==> config.mk <==
export PLATFORM = sky130hd
export DESIGN_NAME = conv_enc_k3
export DESIGN_NICKNAME = d
export VERILOG_FILES = /design/src/rtl/conv_enc_k3.sv
export SDC_FILE = /design/constraint.sdc
export NUM_CORES = 1
export LEC_CHECK = 0
export CELL_PAD_IN_SITES_DETAIL_PLACEMENT = 0
export CELL_PAD_IN_SITES_GLOBAL_PLACEMENT = 1
export CORE_MARGIN = 2
export CORE_UTILIZATION = 37
export CTS_CLUSTER_SIZE = 14
export DETAILED_ROUTE_END_ITERATION = 6
export PLACE_DENSITY_LB_ADDON = 0.1
export RECOVER_POWER = 50
export SKIP_CTS_REPAIR_TIMING = 1
export SLEW_MARGIN = 20
export SYNTH_ARGS = -nofsm -noshare
export SYNTH_HDL_FRONTEND = slang
export SYNTH_SLANG_ARGS = --single-unit
==> constraint.sdc <==
create_clock -name clk -period 1.56 [get_ports clk]
set_input_delay 0.312 -clock clk [delete_from_list [all_inputs] [get_ports clk]]
set_output_delay 0.312 -clock clk [all_outputs]
set_load 0.05 [all_outputs]
==> src/rtl/conv_enc_k3.sv <==
// Rate-1/2 K=3 convolutional encoder with automatic two-bit zero-tail frame termination.
// Latency: one cycle from input accept to symbol on out_sym_o; one symbol per cycle unstalled.
// Backpressure: single output slot; in_ready_o drops while the slot is held or during the tail.
module conv_enc_k3 #(
    parameter logic [2:0] G0      = 3'b111,
    parameter logic [2:0] G1      = 3'b101,
    parameter int         MAX_LEN = 64
) (
    input  logic       clk,
    input  logic       rst_n,
    input  logic       in_valid_i,
    output logic       in_ready_o,
    input  logic       in_bit_i,
    input  logic       in_last_i,
    output logic       out_valid_o,
    input  logic       out_ready_i,
    output logic [1:0] out_sym_o,
    output logic       out_tail_o,
    output logic       out_last_o,
    output logic       len_err_o,
    output logic       busy_o
);

    typedef enum logic [1:0] {
        ST_DATA  = 2'd0,
        ST_TAIL1 = 2'd1,
        ST_TAIL2 = 2'd2
    } state_e;

    localparam logic [8:0] MAX_LEN_W = 9'(MAX_LEN);

    state_e     state_q;
    logic [1:0] sr_q;
    logic [7:0] cnt_q;
    logic       out_valid_q;
    logic [1:0] out_sym_q;
    logic       out_tail_q;
    logic       out_last_q;

    logic       slot_free;
    logic       accept;
    logic       gen;
    logic       u;
    logic [8:0] cnt_inc;
    logic       hit_max;
    logic [1:0] sym_d;

    // Handshake decode, encoder input selection and parity generation.
    always_comb begin
        slot_free = !out_valid_q || out_ready_i;
        accept    = (state_q == ST_DATA) && in_valid_i && slot_free;
        // Tail states push a zero through the shift register to return it to state 00.
        gen       = accept || ((state_q != ST_DATA) && slot_free);
        u         = (state_q == ST_DATA) ? in_bit_i : 1'b0;
        cnt_inc   = {1'b0, cnt_q} + 9'd1;
        hit_max   = (cnt_inc == MAX_LEN_W);
        sym_d[1]  = ^(G0 & {u, sr_q[0], sr_q[1]});
        sym_d[0]  = ^(G1 & {u, sr_q[0], sr_q[1]});
    end

    assign in_ready_o  = (state_q == ST_DATA) && slot_free;
    assign len_err_o   = accept && !in_last_i && hit_max;
    assign busy_o      = (state_q != ST_DATA) || (cnt_q != 8'd0);
    assign out_valid_o = out_valid_q;
    assign out_sym_o   = out_sym_q;
    assign out_tail_o  = out_tail_q;
    assign out_last_o  = out_last_q;

    // Frame FSM, encoder memory and the registered output slot.
    always_ff @(posedge clk or negedge rst_n) begin
        if (!rst_n) begin
            state_q     <= ST_DATA;
            sr_q        <= 2'b00;
            cnt_q       <= 8'd0;
            out_valid_q <= 1'b0;
            out_sym_q   <= 2'b00;
            out_tail_q  <= 1'b0;
            out_last_q  <= 1'b0;
        end else begin
            if (gen) begin
                out_valid_q <= 1'b1;
                out_sym_q   <= sym_d;
                sr_q        <= {sr_q[0], u};
            end else if (out_valid_q && out_ready_i) begin
                out_valid_q <= 1'b0;
            end

            case (state_q)
                ST_DATA: begin
                    if (accept) begin
                        out_tail_q <= 1'b0;
                        out_last_q <= 1'b0;
                        cnt_q      <= cnt_inc[7:0];
                        if (in_last_i || hit_max) begin
                            state_q <= ST_TAIL1;
                        end
                    end
                end
                ST_TAIL1: begin
                    if (slot_free) begin
                        out_tail_q <= 1'b1;
                        out_last_q <= 1'b0;
                        state_q    <= ST_TAIL2;
                    end
                end
                ST_TAIL2: begin
                    if (slot_free) begin
                        out_tail_q <= 1'b1;
                        out_last_q <= 1'b1;
                        cnt_q      <= 8'd0;
                        state_q    <= ST_DATA;
                    end
                end
                default: begin
                    state_q <= ST_DATA;
                end
            endcase
        end
    end

endmodule
==> results.json <==
{
  "dieArea_sq_um": 3272,
  "largest_register_ffs": 8,
  "first_pass_iters": 4,
  "cp_top_family": "AND-OR/OR-AND gates",
  "ys_warn_count": 0,
  "syn_avg_cell_area_sq_um": 9.787,
  "ys_cells": 107,
  "combGateArea_sq_um": 705.7,
  "top_cell": "dfrtp_1",
  "top_cell_area_share_pct": 40.62,
  "logic_gates": 77,
  "comb_share_pct": 37.11,
  "place_area_sq_um": 1644,
  "max_freq_ghz": 0.4761,
  "violations": "setup timing",
  "slowest_stage": "dfrtp_2",
  "n_antenna_cell": 0,
  "vias_per_cell": 5.000,
  "lay_top_cells": "42 x buf_4, 13 x dfrtp_1, 11 x buf_6, 8 x nand2_1, 8 x buf_12",
  "fin_hold_ws_ps": 548.6,
  "crit_type": "flip-flop to output port",
  "ff2ff_path_depth": 10,
  "setup_viol": 15,
  "p_int_uw": 2167,
  "setup_ws_ps": -540.3,
  "dr_wl_met2_mm": 1.510,
  "finalHoldViolations": 0,
  "ys_sh_adder_pct": 7.168,
  "slew_viol_final": 0,
  "biggestCellCategory": "combinational gates",
  "synth-edff-count": 0,
  "power.leakage_uw": 0.0008840,
  "min_to": "sr_q[0]",
  "yosysChipArea_sq_um": 1047,
  "seqPwrFrac_pct": 19.8,
  "grt_pass1_wl_mm": 4.457,
  "power_switching_uw": 1482,
  "wirelength_mm": 2.970,
  "min_path_type": "flip-flop to flip-flop",
  "grt_max_degree": 18,
  "path_cells": "a211o_1 -> a211oi_2 -> o21ai_2 -> nor3_4 -> buf_12",
  "power.density_nw_per_um2": 1919,
  "fill_cells": 193,
  "crit_buf_inv": 1,
  "ys_async_sr_fraction_pct": 100.0,
  "finalClockPeriodUsage_pct": 134.6,
  "fp_util_pct": 38.31,
  "outcome": "finished with violations",
  "topCellsByArea": "dfrtp_1 41%, ha_1 7.2%, nand2_1 3.9%"
}
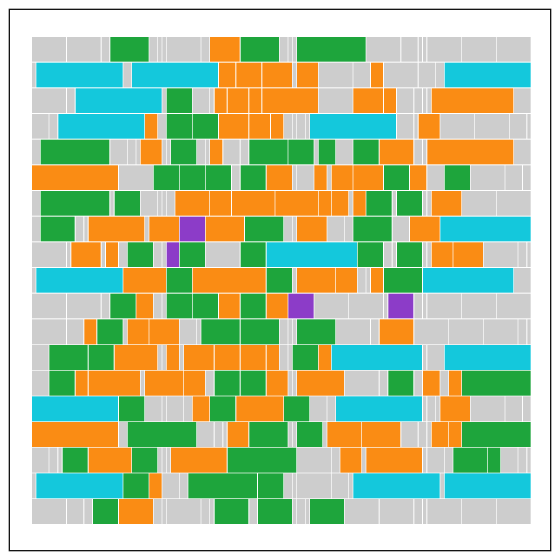
Fig. 1. Placed cells, one colour a class.
Fill, decap, tap and diode cells in grey.
legend:
  green:
    class: remaining buffers and delay cells
    cells: 68
    share_of_their_area: 35%
  orange:
    class: combinational and other logic
    cells: 87
    share_of_their_area: 40%
  cyan:
    class: sequential cells
    cells: 17
    share_of_their_area: 23%
  purple:
    class: clock drivers and dummy loads
    cells: 4
    share_of_their_area: 1.4%
Seq/total area: 22.63%
fin util: 69.57%
final instance area: 1902 sq um

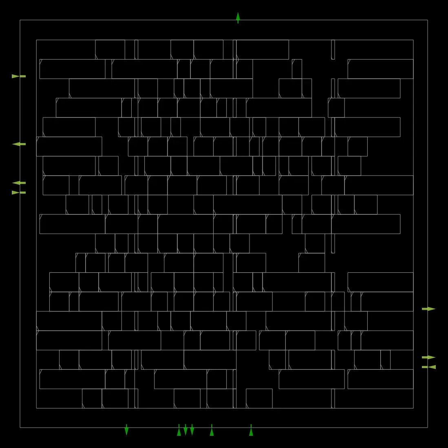
Fig. 2. Placed standard cells.
Core ar.: 2734 sq um
sequential cell count: 17

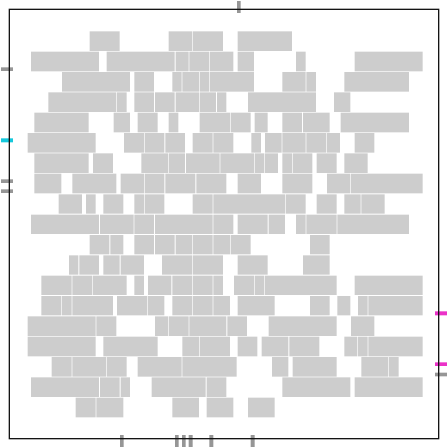
Fig. 3. Ports around the boundary.
Pins as bars across the die edge, other pins in grey.
legend:
  cyan:
    port: out_tail_o
    pins: 1
    direction: output
    edge: west
  magenta:
    port: out_sym_o
    pins: 2
    direction: output
    edge: east

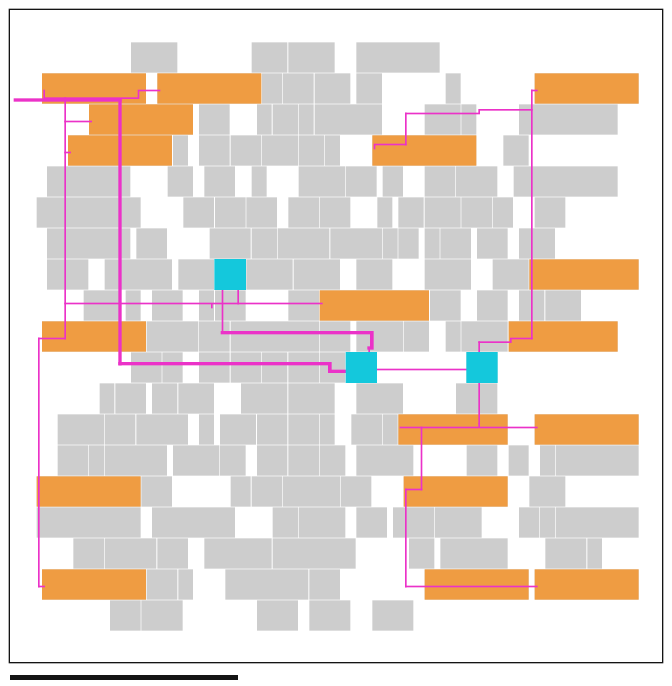
Fig. 4. Routed clock nets over the placement.
The bar under the picture is 20 microns long.
legend:
  magenta:
    item: clock wires
    length: 259 microns
  cyan:
    item: clock drivers
    count: 3
  orange:
    item: flip-flops
    count: 17
routed clock nets: 4
clk_skew: 0.9994 ps
Clk network pwr share: 6.6%
P_clk: 240 uW

Power is estimated from default activity; no workload was simulated.
